**I/O nets highlighted**

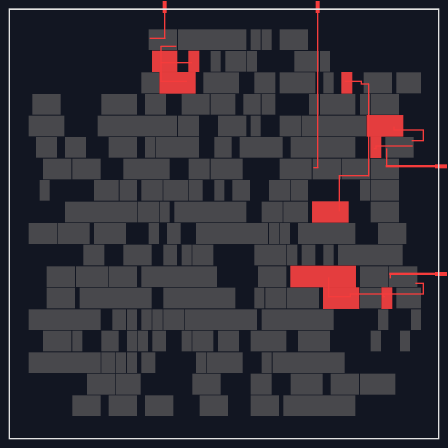
**Cell placement**

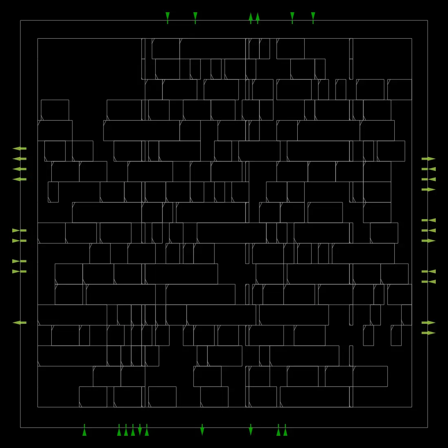
[src/rtl/idli_ex_serial_m.sv]
// idli_ex_serial_m - slice-serial ALU/compare execute stage.
// Operands stream in SLICE_W bits per cycle, least significant slice first.
// Each RUN cycle produces one result slice combinationally. The carry and the
// zero accumulator are chained between slices. On the final slice the compare
// result is produced from {N,Z,C,V}.
// Optional feature: define IDLI_EX_FLAGS_OUT_EN to register {N,Z,C,V} into
// o_ex_flags on every final slice. Without it, o_ex_flags is tied to 0.
// Ports:
//   i_ex_gck, i_ex_rst_n        clock, async active-low reset
//   i_ex_op_vld / o_ex_op_acp   operation offer / accept handshake
//   i_ex_pred                   predicate (0 = discard offered op)
//   i_ex_alu_op, i_ex_rhs_inv, i_ex_cin, i_ex_cmp_op, i_ex_cmp_signed
//                               operation fields, latched on acceptance
//   i_ex_lhs, i_ex_rhs          operand slices
//   i_ex_stall, i_ex_flush      freeze / abort
//   o_ex_out, o_ex_out_vld      result slice (combinational)
//   o_ex_ctr                    slice index
//   o_ex_done, o_ex_cmp, o_ex_cmp_vld  final-slice strobe and compare result
//   o_ex_flags                  {N,Z,C,V} of the last completed operation
module idli_ex_serial_m #(
  parameter int unsigned DATA_W  = 16,
  parameter int unsigned SLICE_W = 4,
  localparam int unsigned NSLICE = DATA_W / SLICE_W,
  localparam int unsigned CTR_W  = $clog2(NSLICE)
) (
  input  logic               i_ex_gck,
  input  logic               i_ex_rst_n,
  input  logic               i_ex_op_vld,
  input  logic               i_ex_pred,
  input  logic [1:0]         i_ex_alu_op,
  input  logic               i_ex_rhs_inv,
  input  logic               i_ex_cin,
  input  logic [1:0]         i_ex_cmp_op,
  input  logic               i_ex_cmp_signed,
  output logic               o_ex_op_acp,
  input  logic [SLICE_W-1:0] i_ex_lhs,
  input  logic [SLICE_W-1:0] i_ex_rhs,
  input  logic               i_ex_stall,
  input  logic               i_ex_flush,
  output logic [SLICE_W-1:0] o_ex_out,
  output logic               o_ex_out_vld,
  output logic [CTR_W-1:0]   o_ex_ctr,
  output logic               o_ex_done,
  output logic               o_ex_cmp,
  output logic               o_ex_cmp_vld,
  output logic [3:0]         o_ex_flags
);

  localparam int unsigned SUM_W = SLICE_W + 1;

  localparam logic [1:0] OP_ADD = 2'd0;
  localparam logic [1:0] OP_AND = 2'd1;
  localparam logic [1:0] OP_OR  = 2'd2;

  localparam logic [1:0] CMP_EQ = 2'd0;
  localparam logic [1:0] CMP_NE = 2'd1;
  localparam logic [1:0] CMP_LT = 2'd2;

  typedef enum logic [0:0] {
    IDLE = 1'b0,
    RUN  = 1'b1
  } state_e;

  state_e             state_q, state_d;
  logic [CTR_W-1:0]   ctr_q, ctr_d;
  logic               carry_q, carry_d;
  logic               zacc_q, zacc_d;
  logic [1:0]         alu_op_q, alu_op_d;
  logic               rhs_inv_q, rhs_inv_d;
  logic               cin_q, cin_d;
  logic [1:0]         cmp_op_q, cmp_op_d;
  logic               cmp_signed_q, cmp_signed_d;

  logic [SLICE_W-1:0] rhs_eff;
  logic               cin_s;
  logic [SUM_W-1:0]   sum;
  logic [SLICE_W-1:0] res;
  logic               cout;
  logic               c_msb;
  logic               n_f, z_f, c_f, v_f;
  logic               cmp_raw;
  logic               last;
  logic               final_c;

  // Slice datapath: one SLICE_W-bit ALU step.
  always_comb begin
    rhs_eff = rhs_inv_q ? ~i_ex_rhs : i_ex_rhs;
    cin_s   = (ctr_q == '0) ? cin_q : carry_q;
    sum     = {1'b0, i_ex_lhs} + {1'b0, rhs_eff} + SUM_W'(cin_s);
    res     = sum[SLICE_W-1:0];
    cout    = 1'b0;
    c_msb   = 1'b0;
    case (alu_op_q)
      OP_ADD: begin
        cout  = sum[SLICE_W];
        // carry into the MSB recovered from the MSB sum bit
        c_msb = res[SLICE_W-1] ^ i_ex_lhs[SLICE_W-1] ^ rhs_eff[SLICE_W-1];
      end
      OP_AND:  res = i_ex_lhs & rhs_eff;
      OP_OR:   res = i_ex_lhs | rhs_eff;
      default: res = i_ex_lhs ^ rhs_eff;
    endcase
  end

  // Flags as seen on the current slice; meaningful on the final slice only.
  always_comb begin
    n_f = res[SLICE_W-1];
    z_f = zacc_q & (res == '0);
    c_f = cout;
    v_f = c_msb ^ cout;
    case (cmp_op_q)
      CMP_EQ:  cmp_raw = z_f;
      CMP_NE:  cmp_raw = ~z_f;
      CMP_LT:  cmp_raw = cmp_signed_q ? (n_f ^ v_f) : ~c_f;
      default: cmp_raw = cmp_signed_q ? ~(n_f ^ v_f) : c_f;
    endcase
  end

  // Next-state and handshake outputs.
  always_comb begin
    state_d      = state_q;
    ctr_d        = ctr_q;
    carry_d      = carry_q;
    zacc_d       = zacc_q;
    alu_op_d     = alu_op_q;
    rhs_inv_d    = rhs_inv_q;
    cin_d        = cin_q;
    cmp_op_d     = cmp_op_q;
    cmp_signed_d = cmp_signed_q;

    last         = (ctr_q == CTR_W'(NSLICE - 1));
    final_c      = (state_q == RUN) && last && !i_ex_stall && !i_ex_flush;
    o_ex_op_acp  = (state_q == IDLE) || final_c;
    o_ex_out     = res;
    o_ex_out_vld = (state_q == RUN) && !i_ex_stall;
    o_ex_done    = final_c;
    o_ex_cmp_vld = final_c;
    o_ex_cmp     = final_c & cmp_raw;

    if (i_ex_flush) begin
      state_d = IDLE;
      ctr_d   = '0;
    end else if (state_q == RUN && !i_ex_stall) begin
      ctr_d   = ctr_q + CTR_W'(1);
      carry_d = cout;
      zacc_d  = z_f;
      if (last) begin
        state_d = IDLE;
      end
    end

    // Acceptance: latch fields; an unpredicated op is dropped in IDLE.
    if (!i_ex_flush && o_ex_op_acp && i_ex_op_vld) begin
      alu_op_d     = i_ex_alu_op;
      rhs_inv_d    = i_ex_rhs_inv;
      cin_d        = i_ex_cin;
      cmp_op_d     = i_ex_cmp_op;
      cmp_signed_d = i_ex_cmp_signed;
      zacc_d       = 1'b1;
      ctr_d        = '0;
      state_d      = i_ex_pred ? RUN : IDLE;
    end
  end

  // State and slice-chain registers.
  always_ff @(posedge i_ex_gck or negedge i_ex_rst_n) begin
    if (!i_ex_rst_n) begin
      state_q      <= IDLE;
      ctr_q        <= '0;
      carry_q      <= 1'b0;
      zacc_q       <= 1'b1;
      alu_op_q     <= 2'd0;
      rhs_inv_q    <= 1'b0;
      cin_q        <= 1'b0;
      cmp_op_q     <= 2'd0;
      cmp_signed_q <= 1'b0;
    end else begin
      state_q      <= state_d;
      ctr_q        <= ctr_d;
      carry_q      <= carry_d;
      zacc_q       <= zacc_d;
      alu_op_q     <= alu_op_d;
      rhs_inv_q    <= rhs_inv_d;
      cin_q        <= cin_d;
      cmp_op_q     <= cmp_op_d;
      cmp_signed_q <= cmp_signed_d;
    end
  end

  assign o_ex_ctr = ctr_q;

`ifdef IDLI_EX_FLAGS_OUT_EN
  logic [3:0] flags_q;

  // Flags of the last completed operation, held until the next final slice.
  always_ff @(posedge i_ex_gck or negedge i_ex_rst_n) begin
    if (!i_ex_rst_n) begin
      flags_q <= 4'b0;
    end else if (final_c) begin
      flags_q <= {n_f, z_f, c_f, v_f};
    end
  end

  assign o_ex_flags = flags_q;
`else
  assign o_ex_flags = 4'b0;
`endif

endmodule

[config.mk]
export PLATFORM = sky130hd
export DESIGN_NAME = idli_ex_serial_m
export DESIGN_NICKNAME = d
export VERILOG_FILES = /design/src/rtl/idli_ex_serial_m.sv
export SDC_FILE = /design/constraint.sdc
export NUM_CORES = 1
export LEC_CHECK = 0
export CORE_MARGIN = 2
export CORE_UTILIZATION = 46
export CTS_CLUSTER_SIZE = 20
export DETAILED_ROUTE_END_ITERATION = 6
export MAX_ROUTING_LAYER = met4
export PLACE_DENSITY_LB_ADDON = 0.2
export SETUP_SLACK_MARGIN = 0.2
export SLEW_MARGIN = 20
export SYNTH_ARGS = -nofsm -noshare
export SYNTH_HDL_FRONTEND = slang
export SYNTH_SLANG_ARGS = --single-unit
[constraint.sdc]
create_clock -name i_ex_gck -period 4.05 [get_ports i_ex_gck]
set_input_delay 0.405 -clock i_ex_gck [delete_from_list [all_inputs] [get_ports i_ex_gck]]
set_output_delay 0.405 -clock i_ex_gck [all_outputs]
set_load 0.02 [all_outputs]
==> flow_summary.toml <==
# generated from flow reports
[drt]
drc_errors = 0
wl_per_cell_um = 13.57
wl_mm = 2.606
final_antenna_net_count = 0
drt_iter0_drc = 17
avgViaCountPerCell = 5.193
vias = 997
first_pass_iters = 4

[synthesis]
edf_count = 0
topCellsByArea = "dfrtp_1 (24%), ha_1 (11%), inv_1 (6.8%), mux2_2 (6.8%), mux4_2 (5.9%)"
avgSynthCellArea_um2 = 9.534
synth_area_leader_cell = "dfrtp_1"
synth_simple_gate_area_share_pct = 11.93
mux_area_share_pct = 13.56
flop_cell = "dfrtp_1"
ys_sh_xor_pct = 6.616
ys_sh_adder_pct = 14.32
synthesis.instances = 121
yosysWarnings = 0
yosys.stat.seqShare_pct = 26.14
synth.cell_area_um2 = 1154
ys_types = 42
yosys.area_share.aoi_pct = 15.18
top_area_share_pct = 23.86
ys_ff = 12
yosysChipArea_um2 = 1154
top_logic_kind = "AND-OR/OR-AND gates"
synthArstFlopShare_pct = 100.0
ys_cells = 121

[grt]
grt_pass1_wl_mm = 3.953
grt_overflow = 0
track_usage_pct = 19.41
grt_max_degree = 13
grt_pass1_vias = 998
antenna_found_initial = 0

[final_timing]
finalClockPeriodUsage_pct = 94.86
hold_violations = 0
setup_viol = 0
setup_ws_ns = 0.2083
finalMaxSlewViolations = 0
rsz0062_at_grt = "yes"
relSlewSlack_pct = 65.64
skew_ns = 0.005186
worstMarginPinSlew_ns = 0.5138
max_freq_ghz = 0.2603
final.min_clock_period_ns = 3.842

[clock_tree]
cts_sinks = 12
root_buffer = "clkbuf_4"
cts_max_path_buffers = 2
cts_tree = "yes"
hold_buffers = 0
clk_pin_slew_worst_paths_ns = 0.07
worstSkewPairLatency_ns = 0.27
cts_made_buffers = 3
cts_max_level = 1

[final_layout]
nNetsFinal = 196
syn_to_final_growth_pct = 39.26
n_antenna_cell = 0
finish.utilization_pct = 66.05
final_cell_mix = "clkdlybuf4s50_1 (29), inv_1 (20), buf_4 (13)"
final_cells = 192
drive_gt1_share_pct = 25.93
lay_top_count = "clkdlybuf4s50_1"

[critical_path]
r2r_cells = 10
crit_arrival_ns = 3.44
critPathKind = "reg2out"
worstPathRequired_ns = 3.64
crit_fanout = 3
critPathLaunchType = "flop"
cp-end-kind = "output port"

[flow_run]
cap_violations = 0
tool_warnings = 31

[hold_path]
hold_class = "in2async"

[placement]
dp.cells = 187
hpwl_mm = 2.061
place_congestion = 0.8488
place_ws_ns = -0.2749

[status]
status = "finished, final reports clean"

[die]
die_w_um = 54.08
initCoreUtil_pct = 47.43
chipHeight_um = 54.08
chip_area_um2 = 2925

[pwr]
cellLeakagePower_nw = 0.7751
powerDensity_nw_per_um2 = 390.7
irDropWorstVdd_uv = 284.2
power_w = 0.0006277
Back to the opening pictures, 'I/O nets highlighted':
| color | port | bits | direction | edge | end cells | buffers | wire |
|---|---|---|---|---|---|---|---|
| red | i_ex_lhs | 4 | input | 2 right, 2 top | 10 | 4 | 106 um |
Port Buffers: 31
boundary pin count: 36

Back to the opening pictures, 'cell placement':
fillers: 219
n_taps: 30
row cnt: 18
core area: 2432 um2

-- Yosys cell counts, types with 3 or more instances --
| cell | instances |
|---|---|
| xor2_1 | 4 |
| nand2_1 | 8 |
| a21oi_1 | 4 |
| ha_1 | 10 |
| mux4_2 | 3 |
| mux2_2 | 7 |
| dfrtp_1 | 11 |
| buf_4 | 5 |
| nor2_1 | 6 |
| inv_1 | 21 |
| o21ai_0 | 5 |
-- critical path: stages (launching register included) --
cell and delay (ns):
dfrtp_1 0.40, inv_2 0.07, ha_1 0.15, mux2_2 0.34
fa_2 0.35, and3_4 0.16, or3_1 0.36, a311oi_2 0.35
or2_4 0.19, inv_2 0.05, a32o_1 0.24, o31a_1 0.25
nor3_2 0.10, buf_4 0.16
-- path summary, 6_finish.rpt --
kind                                               from                 endpoint  slack, ns
worst max-delay path            o_ex_ctr[0]$_DFFE_PN0P_                 o_ex_cmp       0.21
worst min-delay path                         i_ex_rst_n  o_ex_ctr[1]$_DFFE_PN0P_       0.47
worst max register to register  o_ex_ctr[0]$_DFFE_PN0P_       zacc_q$_DFFE_PN1P_       1.43
worst min register to register      carry_q$_DFFE_PN0P_      carry_q$_DFFE_PN0P_       0.50
max in group asynchronous                    i_ex_rst_n       zacc_q$_DFFE_PN1P_       3.22
min in group i_ex_gck               carry_q$_DFFE_PN0P_      carry_q$_DFFE_PN0P_       0.50
-- metal layers --
layer	up-vias	part of all wire [%]	track usage, %
met5	-	0	-
met1	473	41	19.76
li1	481	-	-
met4	0	1.5	4.583
met3	6	5.4	4.444
met2	37	52	37.20
-- power by group --
part / switching (W) / internal, W / total (W)
Combinational: 0.000178 / 0.000211 / 0.000389
Sequential: 0.0000241 / 0.000139 / 0.000163
Clock: 0.0000379 / 0.0000382 / 0.0000761
-- stage by stage --
stage	hold slack (ns)	TNS, ns	area (um2)
floorplan	0.1094	0	1165
global placement	0.4736	-0.1958	1540
detailed placement	0.4884	-0.2749	1540
CTS	0.4839	0	1585
global route	0.5227	0	1607
finish	0.4704	0	1607
-- logic make-up (layout without fill, tap and decap cells) --
kind of cell	after synthesis	after routing
AND-OR/OR-AND	21	21
XOR/XNOR	7	7
adder cells (fa/ha/maj)	12	12
buffers and inverters	31	69
flip-flops	12	12
multiplexers	11	11
other	1	4
AND/OR/NAND/NOR	26	26
-- timing repair --
action,in CTS,in global routing
setup endpoints to repair,1,2
gates resized,9,5
buffers inserted,0,1
pin swaps,2,5
-- registers in the layout (all words and copies together) (netlist names) --
signal,flops
rhs_inv_q,1
state_q,1
carry_q,1
zacc_q,1
o_ex_ctr,2
cmp_op_q,2
alu_op_q,2
cmp_signed_q,1
cin_q,1
-- final cells by class --
class	instances	area [um2]	share of cell area [%]
Multi-Input combinational cell	81	758.2	47.20
Sequential cell	12	301.5	18.77
Timing Repair Buffer	43	400.4	24.92
Inverter	22	82.58	5.140
Tap cell	30	37.54	2.336
Clock buffer	4	26.28	1.636
No activity file was given, so power comes from the tool's default toggle rates.
